Figure 1. Clock routing (run 1).
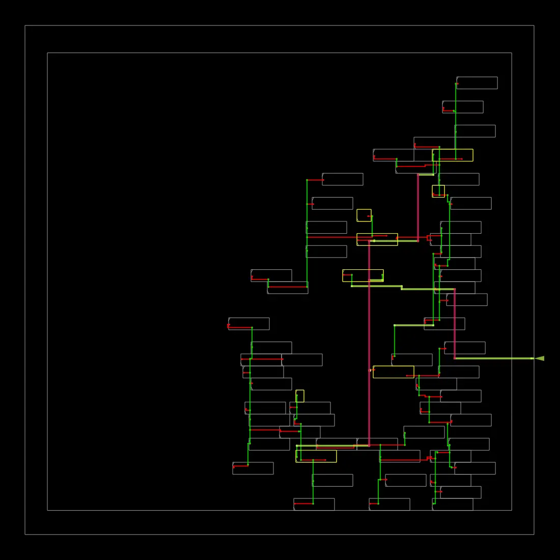
Figure 2. Metal layers overlaid (run 1).
(4 px per um)
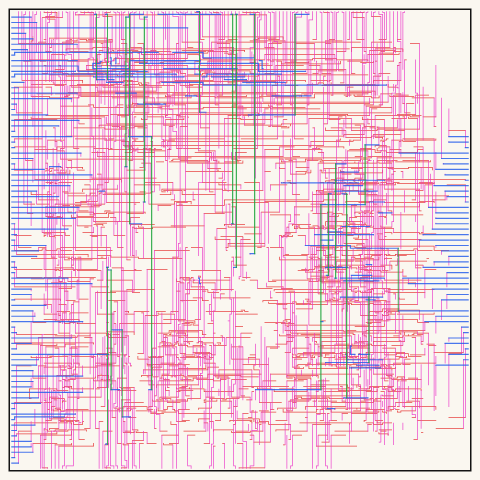
Figure 3. The metal 4 layer (run 1).
(4 px per um) Supply wires on this layer in grey.
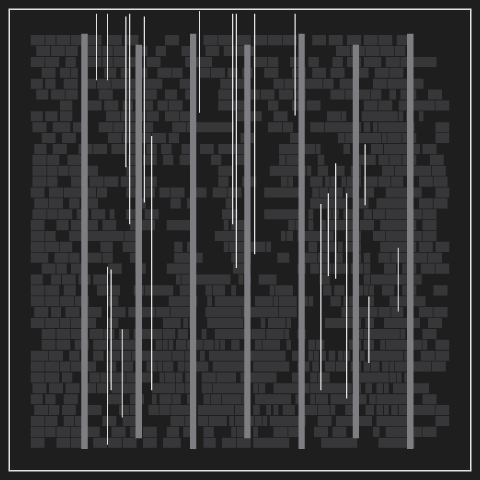
Design dsp_share_scheduler, sky130hd; sources not shown.
==> results_tabular.tex, run 1 <==
% Synthesis and place-and-route results
\begin{tabular}{lr}
\hline
Metric & Value \\
\hline
\multicolumn{2}{l}{\textbf{Final layout}} \\
\quad Total of fill cells in the finished design & 908 \\
\quad Count of nets after finishing & 913 \\
\quad Max FFs per register & 40 \\
\quad Fin cells & 866 \\
\multicolumn{2}{l}{\textbf{Clocking}} \\
\quad Clock Pin Slew Worst Setup and Hold Paths & 0.07 ns \\
\quad Hold\_buf cts & 0 \\
\quad H-tree lvl count & 2 \\
\quad TritonCTS buffer count & 5 \\
\quad Root Driver & clkbuf\_16 \\
\multicolumn{2}{l}{\textbf{Worst hold path}} \\
\quad Worst Hold Depth & 0 \\
\quad Type of the worst min-delay path & flip-flop to flip-flop \\
\multicolumn{2}{l}{\textbf{Timing}} \\
\quad \# setup viols final & 0 \\
\quad Setup tns final & 0 ns \\
\quad Post-layout worst setup margin & 0.0674 ns \\
\quad Achievable frequency & 319 MHz \\
\quad Final hold viol count & 0 \\
\multicolumn{2}{l}{\textbf{Floorplanning}} \\
\quad FP Core Util & 36.6\% \\
\quad IO Pins & 269 \\
\quad Die y size & 115 um \\
\multicolumn{2}{l}{\textbf{Yosys}} \\
\quad Cell type with the largest total area after synthesis & dfrtp\_1 \\
\quad Share of the synthesized area in the top cell type & 35.3\% \\
\quad Instance count of the mapped netlist & 442 \\
\quad Flops after synth & 56 \\
\quad Post-synthesis cell area & 0.00397 mm\^{}2 \\
\quad YS chip area & 0.00397 mm\^{}2 \\
\quad Mapped Avg Cell Area & 8.98 um\^{}2 \\
\multicolumn{2}{l}{\textbf{GRT}} \\
\quad Number of global-route vias before repair & 4911 \\
\quad Total congestion overflow & 0 \\
\quad Initial antenna violation count & 1 \\
\quad Largest net degree at the start of global routing & 57 \\
\multicolumn{2}{l}{\textbf{Critical path}} \\
\quad Arrival time of the worst setup path & 2.65 ns \\
\quad Data required time at the worst endpoint & 2.72 ns \\
\quad Worst setup slack for register-to-register paths & 0.38 ns \\
\quad Category of the worst setup path launch point & input pin \\
\multicolumn{2}{l}{\textbf{Placement}} \\
\quad Dpl ws & -0.342 ns \\
\multicolumn{2}{l}{\textbf{Outcome}} \\
\quad Run status & finished clean \\
\multicolumn{2}{l}{\textbf{Route}} \\
\quad Number of iterations in the first detailed-routing pass & 6 \\
\hline
\end{tabular}
-- Figure 1 (at the start) --
worst skew pair latency: 0.30 ns
power consumed by the clock network: 552 uW

-- Figure 2 (at the start) --
metal 2 -> magenta  # wire length 9650 um
metal 3 -> blue  # wire length 1670 um
metal 1 -> red  # wire length 7020 um
metal 4 -> green  # wire length 747 um
Routed WL: 19100 um
all-layer global routing usage: 27.1%
wire length per cell: 22.0 um
vias after detailed routing: 4842

-- Figure 3 (at the start) --
longest straight run = 63.2 um
wire length on this layer = 747 um
share of all routed wire = 3.9%

==> run 1: worst max-delay path, stage by stage <==
cell and delay, ns:
clkdlybuf4s50_1 0.51, nand2b_4 0.09, a211o_1 0.27, a21oi_4 0.19, a2111oi_4 0.05, buf_6 0.16, buf_4 0.14, buf_12 0.13
buf_4 0.14, buf_4 0.13, mux2i_2 0.19, buf_2 0.16
==> run 1: per-stage QoR <==
step / instance area [um^2] / hold slack [ns]
after global placement: 6890 / 0.332
after detailed placement: 6890 / 0.335
final: 7260 / 0.349
after floorplan: 3970 / 0.184
after global routing: 7260 / 0.354
after CTS: 7160 / 0.351
==> run 1: timing repair <==
action	in CTS	in global routing
endpoints found under the setup margin	44	13
cloned	2	0
setup buffers	9	11
resized	46	23
pin swaps	3	1
==> run 1: where the power goes <==
part           total (uW)  internal (uW)  switching [uW]
combinational        3440           1770            1670
sequential           1190            985             206
clock                 552            292             260
==> run 1: per-layer routing <==
layer  track usage, %  up-vias  routed length, um
li1                 -     2229                  -
met1             31.7     2300               7020
met2             47.7      268               9650
met3             7.21       45               1670
met4             10.0        0                746
met5                0        -                  0
==> run 1: layout make-up <==
cell class              instances  area, um^2  share of cell area [%]
inverters                      11        43.8                   0.603
diodes                          1        2.50                  0.0344
clock buffers                   5         125                    1.72
repair buffers                312        3100                    42.7
well taps                     140         175                    2.41
clock inverters                 3        21.3                   0.293
multi-input cells             338        2390                    33.0
flip-flops and latches         56        1400                    19.3
==> run 1: cells by family after synthesis <==
kind of cell | share of synthesized area (%)
compound gates | 31.1
simple gates | 12.5
flops | 35.3
mux | 12.5
buf+inv | 5.74
fa+ha+maj | 2.84
==> run 1: cells in the final DEF, fill, tap and decap left out, drive strengths merged, types with 2 or more instances in the layout <==
cell type / instances
a21oi: 19
dlygate4sd3: 45
dlygate4sd2: 33
or2: 3
buf: 38
nand2b: 6
o31ai: 3
clkdlybuf4s50: 177
nor2: 16
ha: 9
and2: 4
o41ai: 2
o21a: 2
clkbuf: 12
nor4: 2
nand2: 54
nand3: 2
a22o: 19
clkdlybuf4s25: 5
a2111oi: 2
mux2i: 44
nor2b: 9
a22oi: 88
o21ai: 30
a21o: 3
nor3: 6
mux2: 5
dfrtp: 56
dlymetal6s2s: 6
inv: 12
==> run 2, diff against run 1 <==
--- a/config.mk
+++ b/config.mk
@@ -16,3 +16,4 @@
 export SYNTH_ARGS = -nofsm -noshare
 export SYNTH_HDL_FRONTEND = slang
 export SYNTH_SLANG_ARGS = --single-unit
+export TNS_END_PERCENT = 5
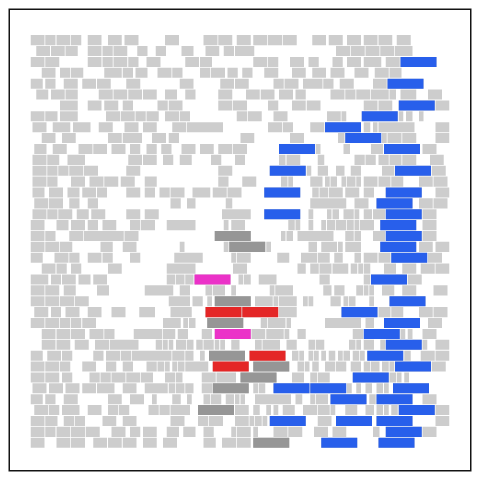
Figure 4: run 2, sequential cells coloured by netlist name.
(4 px per um) Other sequential cells in the stronger grey, the rest of the logic in the fainter grey.
rsp_data -> blue  # flops 40
rr_ptr -> magenta  # flops 2
idx_p -> red  # flops 4
not coloured = 10
fraction of the core area covered by cells at the end of the flow: 66.0%
Sequential Power: 1200 uW

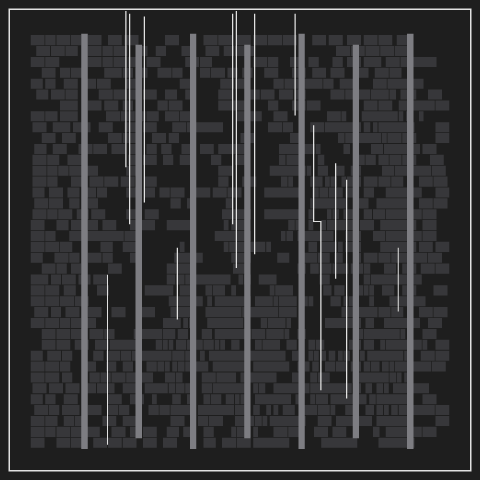
Figure 5: run 2, the metal 4 layer.
(4 px per um) Supply wires on this layer in grey.
share of all routed wire = 3.0%
main direction = vertical
wire length on this layer = 565 um
longest straight run = 63.9 um
nets with wire on the layer = 13
Routed WL: 18900 um
vias after detailed routing: 4735

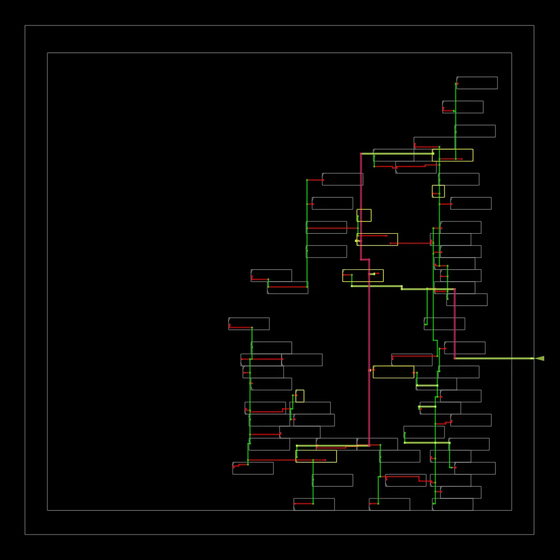
Figure 6: run 2, clock routing.
worst clock skew: 0.00211 ns
num sequential: 56
TritonCTS Sinks: 56

==> results_tabular.tex, run 2 <==
% Synthesis and place-and-route results
\begin{tabular}{lr}
\hline
Metric & Value \\
\hline
\multicolumn{2}{l}{\textbf{Placement}} \\
\quad Post-detailed-placement cell area & 0.00689 mm\^{}2 (unchanged) \\
\multicolumn{2}{l}{\textbf{Outcome}} \\
\quad Run status & finished with violations \\
\quad Failing checks & setup timing \\
\multicolumn{2}{l}{\textbf{Timing}} \\
\quad \# setup viols final & 2 (+2) \\
\quad Post-layout worst setup margin & -0.0989 ns (-0.166 ns) \\
\multicolumn{2}{l}{\textbf{Floorplanning}} \\
\quad IO Pins & 269 (unchanged) \\
\quad Die y size & 115 um (unchanged) \\
\quad FP Core Util & 36.6\% (unchanged) \\
\multicolumn{2}{l}{\textbf{Pwr}} \\
\quad Sw Pwr & 2110 uW (-1.0\%) \\
\quad Cell-internal power & 3030 uW (-0.41\%) \\
\quad Seq pwr share & 23.4\% (+0.4 points) \\
\quad Power share of the combinational group & 65.9\% (-0.4 points) \\
\quad Switching share of power & 41.0\% (-0.14 points) \\
\multicolumn{2}{l}{\textbf{Clocking}} \\
\quad Clock Pin Slew Worst Setup and Hold Paths & 0.07 ns (about the same) \\
\quad Worst skew pair latency & 0.30 ns (about the same) \\
\quad H-tree lvl count & 2 (unchanged) \\
\multicolumn{2}{l}{\textbf{GRT}} \\
\quad Met3 global-route usage & 6.68\% (-0.53 points) \\
\quad Total congestion overflow & 0 (unchanged) \\
\quad Routing layer with the top usage in global route & met2 \\
\quad All-layer global routing usage & 26.7\% (-0.43 points) \\
\multicolumn{2}{l}{\textbf{Critical path}} \\
\quad Worst setup slack for register-to-register paths & 0.72 ns (+0.34 ns) \\
\multicolumn{2}{l}{\textbf{Final layout}} \\
\quad Commonest cells after routing, fill and taps aside & clkdlybuf4s50\_1 (225), a22oi\_1 (85), dfrtp\_1 (56) \\
\quad Max FFs per register & 40 (unchanged) \\
\quad Total of fill cells in the finished design & 908 (unchanged) \\
\quad Count of nets after finishing & 894 (-2.1\%) \\
\multicolumn{2}{l}{\textbf{Yosys}} \\
\quad YS chip area & 0.00397 mm\^{}2 (unchanged) \\
\quad Share of the synthesized area in the top cell type & 35.3\% (unchanged) \\
\quad Instance count of the mapped netlist & 442 (unchanged) \\
\multicolumn{2}{l}{\textbf{Route}} \\
\quad Number of iterations in the first detailed-routing pass & 7 (+1) \\
\multicolumn{2}{l}{\textbf{Worst hold path}} \\
\quad Worst Hold Depth & 0 (unchanged) \\
\hline
\end{tabular}
run 2: cell type report:
class / instances / area, um^2 / share of cell area, %
repair buffers: 293 / 2990 / 41.8
multi-input cells: 338 / 2400 / 33.5
flip-flops and latches: 56 / 1400 / 19.6
well taps: 140 / 175 / 2.45
clock buffers: 5 / 125 / 1.75
inverters: 11 / 43.8 / 0.612
clock inverters: 3 / 21.3 / 0.297
diodes: 1 / 2.50 / 0.0350
run 2: stage by stage:
| step | util [%] | worst slack, ns | instances | TNS, ns |
|---|---|---|---|---|
| 6_report | 66.0 | -0.0989 | 847 | -0.170 |
| 4_1_cts | 65.3 | -0.0955 | 845 | -0.672 |
| 5_1_grt | 66.0 | -0.196 | 847 | -0.379 |
| 2_1_floorplan | - | 0.832 | 442 | 0 |
| 3_5_place_dp | 63.5 | -0.342 | 835 | -11.74 |
| 3_3_place_gp | 63.5 | -0.239 | 835 | -8.87 |
run 2: cell families (layout without fill, tap and decap cells):
family | after synthesis | after routing | share of synthesized area, %
multiplexers | 49 | 49 | 12.5
other | 0 | 1 | 0
AND-OR/OR-AND | 173 | 173 | 31.1
flip-flops | 56 | 56 | 35.3
buffers and inverters | 48 | 312 | 5.74
adder cells (fa/ha/maj) | 9 | 9 | 2.84
AND/OR/NAND/NOR | 107 | 107 | 12.5
run 2: what timing repair did:
| action | 4_1_cts | 5_1_grt |
|---|---|---|
| resized | 43 | 18 |
| hold buffers | 0 | 0 |
| buffers inserted | 1 | 0 |
| cloned | 1 | 1 |
| endpoints found under the setup margin | 44 | 13 |
| pin swaps | 3 | 0 |
run 2: layer usage:
layer	up-vias	share of wire, %
li1	2191	-
met1	2267	37
met2	248	51
met3	29	8.4
met4	0	3.0
met5	-	0
run 2: worst max-delay path: stages:
cell and delay (ns):
clkdlybuf4s50_1 0.48, nor2b_4 0.18, o211ai_1 0.17, a2111oi_4 0.35, buf_6 0.19, buf_12 0.16
mux2i_2 0.24, clkdlybuf4s50_1 0.55
run 2: power by group through the flow:
stage	logic, uW	registers [uW]	clock network, uW
after floorplan	1670	1170	0
after global placement	3320	1190	0
after detailed placement	3360	1200	0
after CTS	3360	1200	555
after global routing	3670	1240	584
final	3390	1200	551
Power and IR drop assume default switching activity.
